===== config.mk =====
export PLATFORM = sky130hd
export DESIGN_NAME = biquad_bank_tdm_flat
export DESIGN_NICKNAME = d
export VERILOG_FILES = /design/src/rtl/biquad_bank_pkg.sv /design/src/rtl/biquad_bank_tdm_if.sv /design/src/rtl/biquad_mac.sv /design/src/rtl/biquad_bank_tdm.sv /design/src/flat_wrapper.sv
export SDC_FILE = /design/constraint.sdc
export NUM_CORES = 2
export LEC_CHECK = 0
export ABC_AREA = 1
export CAP_MARGIN = 20
export CELL_PAD_IN_SITES_DETAIL_PLACEMENT = 1
export CELL_PAD_IN_SITES_GLOBAL_PLACEMENT = 2
export CORE_MARGIN = 2
export CORE_UTILIZATION = 39
export CTS_CLUSTER_DIAMETER = 50
export CTS_CLUSTER_SIZE = 24
export DETAILED_ROUTE_END_ITERATION = 7
export GPL_ROUTABILITY_DRIVEN = 1
export PLACE_DENSITY_LB_ADDON = 0.1
export SLEW_MARGIN = 20
export SYNTH_ARGS = -nofsm -noshare
export SYNTH_HDL_FRONTEND = slang
export SYNTH_SLANG_ARGS = --single-unit

===== constraint.sdc =====
create_clock -name clk -period 11.4 [get_ports clk]
set_clock_uncertainty 0.2 [all_clocks]
set_input_delay 1.71 -clock clk [delete_from_list [all_inputs] [get_ports clk]]
set_output_delay 1.71 -clock clk [all_outputs]
set_load 0.03 [all_outputs]

===== src/rtl/biquad_bank_pkg.sv =====
// -----------------------------------------------------------------------------
// biquad_bank_pkg
// Shared definitions for the time-multiplexed biquad filter bank:
//   - FSM state encoding
//   - tap sequence indices (B0..A2 are MAC taps, WB is the writeback slot)
//   - identity coefficient value (1.0 in Q.PF)
//   - accumulator width function
// No ports (package).
// -----------------------------------------------------------------------------
package biquad_bank_pkg;

    typedef enum logic [1:0] {
        ST_IDLE = 2'd0,
        ST_CALC = 2'd1,
        ST_DONE = 2'd2
    } state_e;

    // Tap order inside one section; the coefficient memory uses the same
    // order for k, so a tap index doubles as the coefficient offset.
    localparam logic [2:0] TAP_B0 = 3'd0;
    localparam logic [2:0] TAP_B1 = 3'd1;
    localparam logic [2:0] TAP_B2 = 3'd2;
    localparam logic [2:0] TAP_A1 = 3'd3;
    localparam logic [2:0] TAP_A2 = 3'd4;
    localparam logic [2:0] TAP_WB = 3'd5;

    localparam int NUM_COEF = 5;

    // Five full-width products plus headroom: 2*SIZE product bits + 3 guard bits.
    function automatic int acc_width(input int size);
        return 2 * size + 3;
    endfunction

    // 1.0 in a format with pf fractional bits.
    function automatic int ident_coef(input int pf);
        return 1 << pf;
    endfunction

endpackage


===== src/rtl/biquad_bank_tdm_if.sv =====
// -----------------------------------------------------------------------------
// biquad_bank_tdm_if
// Sample / coefficient bus of the biquad bank.
//   EN        run enable (0 freezes the bank)
//   u         input sample, in_valid / in_ready handshake
//   y         band outputs, band b at [b*SIZE +: SIZE], out_valid strobe
//   coef_we / coef_addr / coef_data   coefficient write port
// Modports: master = sample source / controller, slave = filter bank.
// -----------------------------------------------------------------------------
interface biquad_bank_tdm_if #(
    parameter int SIZE     = 21,
    parameter int BANDS    = 3,
    parameter int SECTIONS = 2
);
    localparam int AW = $clog2(BANDS * SECTIONS * 5);

    logic                    EN;
    logic [SIZE-1:0]         u;
    logic                    in_valid;
    logic                    in_ready;
    logic [BANDS*SIZE-1:0]   y;
    logic                    out_valid;
    logic                    coef_we;
    logic [AW-1:0]           coef_addr;
    logic [SIZE-1:0]         coef_data;

    modport master (
        output EN, u, in_valid, coef_we, coef_addr, coef_data,
        input  in_ready, y, out_valid
    );

    modport slave (
        input  EN, u, in_valid, coef_we, coef_addr, coef_data,
        output in_ready, y, out_valid
    );
endinterface


===== src/rtl/biquad_mac.sv =====
// -----------------------------------------------------------------------------
// biquad_mac
// Shared multiply-accumulate datapath of the biquad bank.
//   clk, rst   clock, asynchronous active-low reset
//   en_i       hold everything when low
//   clear_i    start of a section: load acc with this product
//   acc_i      add this product to acc
//   coef_i     coefficient operand (signed SIZE)
//   data_i     sample/history operand (signed SIZE)
//   result_o   (acc >>> PF) narrowed to SIZE bits, valid in the writeback slot
// Build option BIQUAD_BANK_SAT_EN: saturate the result instead of wrapping.
// -----------------------------------------------------------------------------
module biquad_mac
    import biquad_bank_pkg::*;
#(
    parameter int SIZE = 21,
    parameter int PF   = 15
) (
    input  logic                   clk,
    input  logic                   rst,
    input  logic                   en_i,
    input  logic                   clear_i,
    input  logic                   acc_i,
    input  logic signed [SIZE-1:0] coef_i,
    input  logic signed [SIZE-1:0] data_i,
    output logic signed [SIZE-1:0] result_o
);
    localparam int ACC_W = acc_width(SIZE);

    logic signed [2*SIZE-1:0] prod;
    logic signed [ACC_W-1:0]  prod_ext;
    logic signed [ACC_W-1:0]  acc_q, acc_d;

    assign prod     = coef_i * data_i;
    assign prod_ext = $signed({{(ACC_W-2*SIZE){prod[2*SIZE-1]}}, prod});

    always_comb begin
        acc_d = acc_q;
        if (en_i) begin
            if (clear_i)
                acc_d = prod_ext;
            else if (acc_i)
                acc_d = acc_q + prod_ext;
        end
    end

    always_ff @(posedge clk or negedge rst) begin
        if (!rst)
            acc_q <= '0;
        else
            acc_q <= acc_d;
    end

`ifdef BIQUAD_BANK_SAT_EN
    logic signed [ACC_W-1:0] shifted;
    assign shifted = acc_q >>> PF;

    // Fits when every bit above the target sign bit equals that sign bit.
    always_comb begin
        if ((&shifted[ACC_W-1:SIZE-1]) || !(|shifted[ACC_W-1:SIZE-1]))
            result_o = shifted[SIZE-1:0];
        else if (shifted[ACC_W-1])
            result_o = {1'b1, {(SIZE-1){1'b0}}};
        else
            result_o = {1'b0, {(SIZE-1){1'b1}}};
    end
`else
    // Floor shift followed by two's-complement wrap is just a bit slice.
    assign result_o = acc_q[PF +: SIZE];
`endif

endmodule


===== src/rtl/biquad_bank_tdm.sv =====
// -----------------------------------------------------------------------------
// biquad_bank_tdm
// BANDS parallel bands, each SECTIONS cascaded direct-form-I biquads, sharing
// one MAC. One sample is captured in IDLE, every (band, section) is evaluated
// in 6 cycles (5 MAC taps + writeback), then DONE presents all band outputs.
//   clk, rst   clock, asynchronous active-low reset
//   bus        biquad_bank_tdm_if.slave: EN, u/in_valid/in_ready,
//              y/out_valid, coef_we/coef_addr/coef_data
// Build option BIQUAD_BANK_SAT_EN (in biquad_mac): saturating section results.
// -----------------------------------------------------------------------------
module biquad_bank_tdm
    import biquad_bank_pkg::*;
#(
    parameter int SIZE     = 21,
    parameter int PF       = 15,
    parameter int BANDS    = 3,
    parameter int SECTIONS = 2
) (
    input  logic              clk,
    input  logic              rst,
    biquad_bank_tdm_if.slave  bus
);
    localparam int NSEC  = BANDS * SECTIONS;
    localparam int NCOEF = NSEC * NUM_COEF;
    localparam int AW    = $clog2(NCOEF);
    localparam int BW    = (BANDS > 1)    ? $clog2(BANDS)    : 1;
    localparam int SW    = (SECTIONS > 1) ? $clog2(SECTIONS) : 1;
    localparam int SIW   = (NSEC > 1)     ? $clog2(NSEC)     : 1;

    state_e                 state_q, state_d;
    logic [BW-1:0]          band_q, band_d;
    logic [SW-1:0]          sec_q, sec_d;
    logic [2:0]             tap_q, tap_d;
    logic                   alive_q;             // low during and just after reset
    logic signed [SIZE-1:0] sample_q;            // captured input sample
    logic signed [SIZE-1:0] x_q;                 // input of the current section
    logic signed [SIZE-1:0] coef_q [NCOEF];
    logic signed [SIZE-1:0] x1_q [NSEC];
    logic signed [SIZE-1:0] x2_q [NSEC];
    logic signed [SIZE-1:0] y1_q [NSEC];
    logic signed [SIZE-1:0] y2_q [NSEC];
    logic [BANDS*SIZE-1:0]  y_w;

    logic                   in_ready, capture, calc, wb, coef_wr;
    logic                   last_sec, last_band;
    logic [SIW-1:0]         sec_idx;
    logic [2:0]             tap_k;
    logic [AW-1:0]          coef_idx;
    logic signed [SIZE-1:0] mac_data, mac_result;

    assign calc      = (state_q == ST_CALC);
    assign last_sec  = (sec_q == SW'(SECTIONS - 1));
    assign last_band = (band_q == BW'(BANDS - 1));
    assign capture   = bus.in_valid && in_ready;
    assign wb        = calc && bus.EN && (tap_q == TAP_WB);
    assign coef_wr   = bus.coef_we && bus.EN && (state_q == ST_IDLE);

    // Flattened section index and coefficient address; the writeback slot
    // has no coefficient, so its tap is clamped to keep the read in range.
    assign sec_idx  = SIW'(int'(band_q) * SECTIONS + int'(sec_q));
    assign tap_k    = (tap_q > TAP_A2) ? TAP_A2 : tap_q;
    assign coef_idx = AW'(int'(sec_idx) * NUM_COEF + int'(tap_k));

    // ---------------- FSM: state register ----------------
    always_ff @(posedge clk or negedge rst) begin
        if (!rst) begin
            state_q <= ST_IDLE;
            alive_q <= 1'b0;
        end else begin
            state_q <= state_d;
            alive_q <= 1'b1;
        end
    end

    // ---------------- FSM: next state ----------------
    always_comb begin
        state_d = state_q;
        if (bus.EN) begin
            case (state_q)
                ST_IDLE: if (capture) state_d = ST_CALC;
                ST_CALC: if (tap_q == TAP_WB && last_sec && last_band) state_d = ST_DONE;
                ST_DONE: state_d = ST_IDLE;
                default: state_d = ST_IDLE;
            endcase
        end
    end

    // ---------------- FSM: outputs ----------------
    always_comb begin
        in_ready      = alive_q && bus.EN && (state_q == ST_IDLE);
        bus.in_ready  = in_ready;
        bus.out_valid = bus.EN && (state_q == ST_DONE);
    end

    // ---------------- band / section / tap counters ----------------
    always_comb begin
        band_d = band_q;
        sec_d  = sec_q;
        tap_d  = tap_q;
        if (capture) begin
            band_d = '0;
            sec_d  = '0;
            tap_d  = TAP_B0;
        end else if (calc && bus.EN) begin
            if (tap_q == TAP_WB) begin
                tap_d = TAP_B0;
                if (last_sec) begin
                    sec_d  = '0;
                    band_d = last_band ? '0 : band_q + 1'b1;
                end else begin
                    sec_d = sec_q + 1'b1;
                end
            end else begin
                tap_d = tap_q + 3'd1;
            end
        end
    end

    always_ff @(posedge clk or negedge rst) begin
        if (!rst) begin
            band_q <= '0;
            sec_q  <= '0;
            tap_q  <= TAP_B0;
        end else begin
            band_q <= band_d;
            sec_q  <= sec_d;
            tap_q  <= tap_d;
        end
    end

    // ---------------- coefficient memory ----------------
    // Kept in flops: every entry must come out of reset as an identity filter.
    genvar gi;
    generate
        for (gi = 0; gi < NCOEF; gi++) begin : g_coef
            localparam logic [SIZE-1:0] RST_VAL =
                ((gi % NUM_COEF) == 0) ? SIZE'(ident_coef(PF)) : '0;
            always_ff @(posedge clk or negedge rst) begin
                if (!rst)
                    coef_q[gi] <= RST_VAL;
                else if (coef_wr && bus.coef_addr == AW'(gi))
                    coef_q[gi] <= bus.coef_data;
            end
        end
    endgenerate

    // ---------------- MAC operand select ----------------
    always_comb begin
        case (tap_q)
            TAP_B0:  mac_data = x_q;
            TAP_B1:  mac_data = x1_q[sec_idx];
            TAP_B2:  mac_data = x2_q[sec_idx];
            TAP_A1:  mac_data = y1_q[sec_idx];
            TAP_A2:  mac_data = y2_q[sec_idx];
            default: mac_data = '0;
        endcase
    end

    biquad_mac #(.SIZE(SIZE), .PF(PF)) u_mac (
        .clk      (clk),
        .rst      (rst),
        .en_i     (bus.EN),
        .clear_i  (calc && tap_q == TAP_B0),
        .acc_i    (calc && tap_q != TAP_WB),
        .coef_i   (coef_q[coef_idx]),
        .data_i   (mac_data),
        .result_o (mac_result)
    );

    // ---------------- sample, section chaining and history ----------------
    always_ff @(posedge clk or negedge rst) begin
        if (!rst) begin
            sample_q <= '0;
            x_q      <= '0;
            for (int i = 0; i < NSEC; i++) begin
                x1_q[i] <= '0;
                x2_q[i] <= '0;
                y1_q[i] <= '0;
                y2_q[i] <= '0;
            end
        end else begin
            if (capture) begin
                sample_q <= bus.u;
                x_q      <= bus.u;
            end
            if (wb) begin
                x2_q[sec_idx] <= x1_q[sec_idx];
                x1_q[sec_idx] <= x_q;
                y2_q[sec_idx] <= y1_q[sec_idx];
                y1_q[sec_idx] <= mac_result;
                // Next section chains this result; a new band restarts from the sample.
                x_q <= last_sec ? sample_q : mac_result;
            end
        end
    end

    // ---------------- band outputs ----------------
    // Updated only on the final writeback so y stays put between strobes.
    // Earlier bands read their last section's y1; the last band is being
    // written this very cycle, so it takes the MAC result directly.
    generate
        for (gi = 0; gi < BANDS; gi++) begin : g_band_out
            localparam int LAST = gi * SECTIONS + SECTIONS - 1;
            logic signed [SIZE-1:0] band_y_q;
            always_ff @(posedge clk or negedge rst) begin
                if (!rst)
                    band_y_q <= '0;
                else if (wb && last_sec && last_band)
                    band_y_q <= (gi == BANDS - 1) ? mac_result : y1_q[LAST];
            end
            assign y_w[gi*SIZE +: SIZE] = band_y_q;
        end
    endgenerate

    assign bus.y = y_w;

endmodule


===== src/flat_wrapper.sv =====
// flat-port wrapper written by rule: the top's interface ports become plain ports
module biquad_bank_tdm_flat import biquad_bank_pkg::*;
#(
    parameter int SIZE     = 21,
    parameter int PF       = 15,
    parameter int BANDS    = 3,
    parameter int SECTIONS = 2
)
  (clk, rst, bus_EN, bus_u, bus_in_valid, bus_coef_we, bus_coef_addr, bus_coef_data, bus_in_ready, bus_y, bus_out_valid);
  biquad_bank_tdm_if #(.SIZE(SIZE), .BANDS(BANDS), .SECTIONS(SECTIONS)) bus_i ();
  input  logic clk;
  input  logic rst;
  input wire logic [$bits(bus_i.EN)-1:0] bus_EN;
  input wire logic [$bits(bus_i.u)-1:0] bus_u;
  input wire logic [$bits(bus_i.in_valid)-1:0] bus_in_valid;
  input wire logic [$bits(bus_i.coef_we)-1:0] bus_coef_we;
  input wire logic [$bits(bus_i.coef_addr)-1:0] bus_coef_addr;
  input wire logic [$bits(bus_i.coef_data)-1:0] bus_coef_data;
  output wire logic [$bits(bus_i.in_ready)-1:0] bus_in_ready;
  output wire logic [$bits(bus_i.y)-1:0] bus_y;
  output wire logic [$bits(bus_i.out_valid)-1:0] bus_out_valid;
  assign bus_i.EN = bus_EN;
  assign bus_i.u = bus_u;
  assign bus_i.in_valid = bus_in_valid;
  assign bus_i.coef_we = bus_coef_we;
  assign bus_i.coef_addr = bus_coef_addr;
  assign bus_i.coef_data = bus_coef_data;
  assign bus_in_ready = bus_i.in_ready;
  assign bus_y = bus_i.y;
  assign bus_out_valid = bus_i.out_valid;
  biquad_bank_tdm #(.SIZE(SIZE), .PF(PF), .BANDS(BANDS), .SECTIONS(SECTIONS)) u_core (.clk(clk), .rst(rst), .bus(bus_i));
endmodule

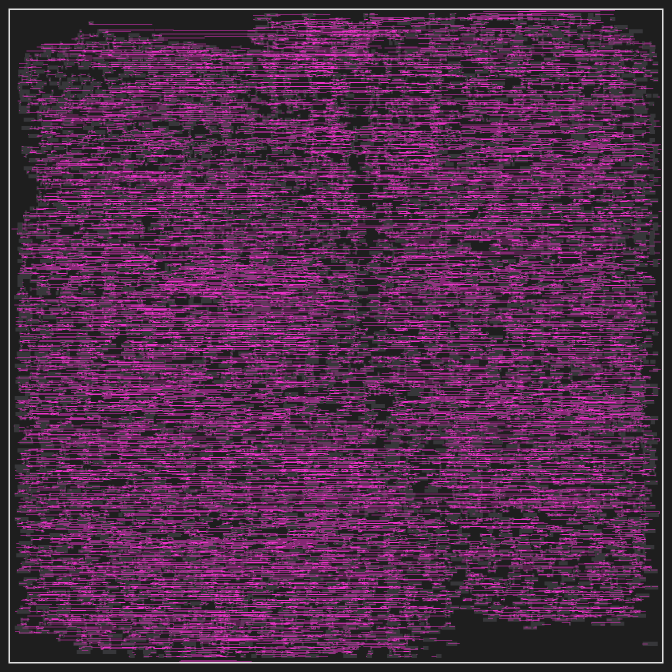
Fig. 1. Signal wires on met1.
Cells faint in the background.
- nets with wire on the layer: 9196
- share of all routed wire: 45%
- wire length on this layer: 128 mm
Routed WL: 282000 microns
Vias: 63067
GR Layer Usage met1: 39.9%

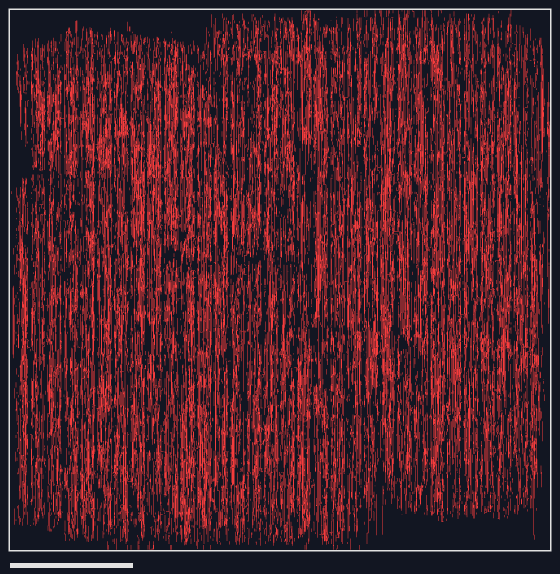
Fig. 2. Metal 2.
Scale bar: 100 microns.
- nets with wire on the layer: 8061
- wire length on this layer: 136 mm
- share of all routed wire: 48%
- longest straight run: 166 microns
- main direction: vertical

==> results.yml <==
# flow metrics
global_route:
  grt_use_total_pct: 29.1
  grt_max_degree: 159
  grt-ovfl-total: 0
  antenna_found_initial: 1
  grt_pass1_wl_microns: 426000
  grt_pass1_vias: 65770
worst_setup_path:
  regToRegEndpoint: "u_core.u_mac.acc_q[31]$_DFFE_PN0P_"
  cp.arrival_ns: 11.47
  cp.required_ns: 11.95
  critical_path.max_fanout: 28
  critPathCaptureType: "flip-flop"
  reg2reg_depth: 48
  cp_slowest_cell: "fa_2"
  crit_path_start_kind: "flip-flop"
  setup.worst_path.class: "flip-flop to flip-flop"
  r2r_start: "u_core.last_sec$_DFFE_PN0P_"
  crit_buf_inv: 16
  worst-path-stages: 48
clocking:
  numCtsBuffers: 167
  cts_tree: "built"
  cts.path.max_buffers: 3
  cts_max_level: 4
  cts_sinks: 1284
  cts_setup_buffers: 0
  cts_resized: 0
  clkTransAtPathRegs_ns: 0.06
  cts_hold_buf: 0
  insertion_delay_ns: 0.85
logic_synthesis:
  ys_sh_aoi_pct: 16.2
  syn_avg_cell_area_sq_um: 8.24
  ys_types: 65
  simple_gate_share_pct: 17.7
  synth_top_area_share_pct: 43.1
  syn_area_sq_um: 74100
  edf_count: 0
  numSynthFlops: 1284
  synthTopCellsByCount: "2426 x nand2_1, 1523 x o21ai_0, 1278 x dfrtp_1"
  synth_warnings: 0
  mux_area_share_pct: 0
  synthAdderAreaFrac_pct: 13.4
  top_area_cell: "dfrtp_1"
  yosysSeqAreaShare_pct: 43.4
  flop_cell: "dfrtp_1"
  topCombFamilyByArea: "simple AND/OR/NAND/NOR gates"
  synth.most_common_cell: "nand2_1"
  fp_nets: 9598
final_layout:
  n_fill_cell: 22268
  final_nets: 9687
  drive_above_1_share_pct: 9.58
  final_area_sq_um: 85600
  lay_top_count: "nand2_1"
  seq_area_sq_um: 32100
  syn_to_final_growth_pct: 15.5
floorplan:
  core_area_sq_um: 190000
  ios: 117
  rows: 160
  dieArea_sq_um: 194000
  fp-utilization_pct: 39.1
  die_width_microns: 440
sta:
  slew_violations: 0
  hold_viol: 0
  setup_tns_ns: 0
  setup_violations: 0
  rsz0062_at_grt: "true"
  worst_slack_ns: 0.483
  period_needed_ns: 10.92
  fmax_mhz: 91.6
routing:
  wl_per_cell_microns: 24.0
  ant_nets: 0
  drtIter0Drc: 4615
  via_per_inst: 5.37
  drtPass1Iterations: 5
  drc: 0
job:
  warnings: 55
  drv_cap: 0
hold_path:
  holdPathStages: 2
  hp-start: "u_core.g_band_out[2].band_y_q[6]$_DFFE_PN0P_"
  min_to: "u_core.g_band_out[2].band_y_q[6]$_DFFE_PN0P_"
placed_design:
  place_area_sq_um: 78900
  dp_slack_ns: 0.221
  place_congestion: 0.899
run_status:
  status: "complete, no violations"
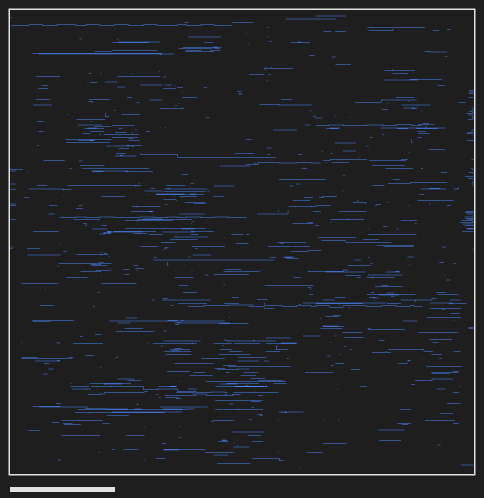
Fig. 3. Met3 routing.
Scale bar: 100 microns.
- nets with wire on the layer: 415
- main direction: horizontal

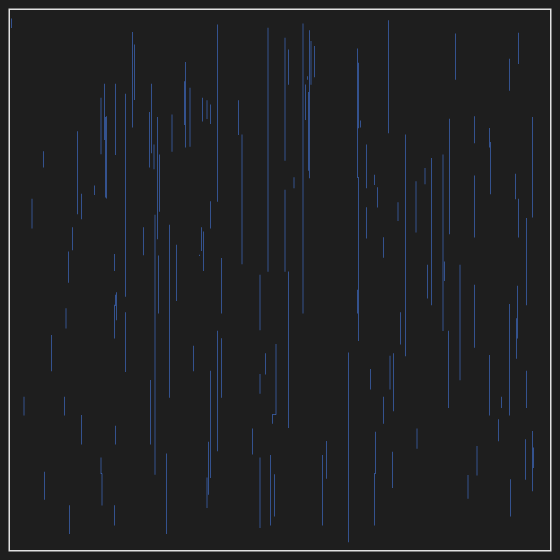
Fig. 4. Signal wires on met4.
- nets with wire on the layer: 82
- main direction: vertical

[sequential cells by signal (all words and copies together), names as in the netlist]
name                        count
u_core.x1_q                   126
u_core.u_mac.acc_q             36
u_core.band_q                   2
u_core.last_sec                 1
u_core.g_band_out.band_y_q     63
u_core.y1_q                   126
u_core.x2_q                   126
u_core.sample_q                21
u_core.x_q                     21
u_core.alive_q                  1
u_core.tap_q                    3
u_core.coef_q                 630
u_core.state_q                  2
u_core.y2_q                   126
[layout make-up]
type | count | share of cell area (%)
diodes | 3 | 0.00877
inverters | 1001 | 4.51
well taps | 2511 | 3.67
clock inverters | 124 | 1.60
flip-flops and latches | 1284 | 37.6
repair buffers | 485 | 5.42
clock buffers | 189 | 5.11
multi-input cells | 6143 | 42.1
[stage by stage]
step,hold WS (ns),std cells,util (%)
detailed placement,0.262,11384,41.6
CTS,0.278,11697,44.6
global route,0.296,11737,45.1
finish,0.271,11740,45.1
global placement,0.254,11383,41.6
floorplan,0.242,8993,-
[layer usage]
metal	up-vias	wire length (microns)	share of wire (%)	track usage [%]
met1	32452	128000	45	39.9
met4	2	6980	2.5	7.53
li1	28986	-	-	-
met3	321	11000	3.9	3.22
met5	-	18	0.0064	0
met2	1306	136000	48	49.0
[worst register-to-register path: cells and delay by family, from the launching register on]
kind                     cells  cell delay, ns
AND-OR/OR-AND               11            1.94
XOR/XNOR                     1            0.14
adder cells (fa/ha/maj)     12            5.32
buffers and inverters       16            1.95
flip-flops                   1            0.47
AND/OR/NAND/NOR              8            0.83
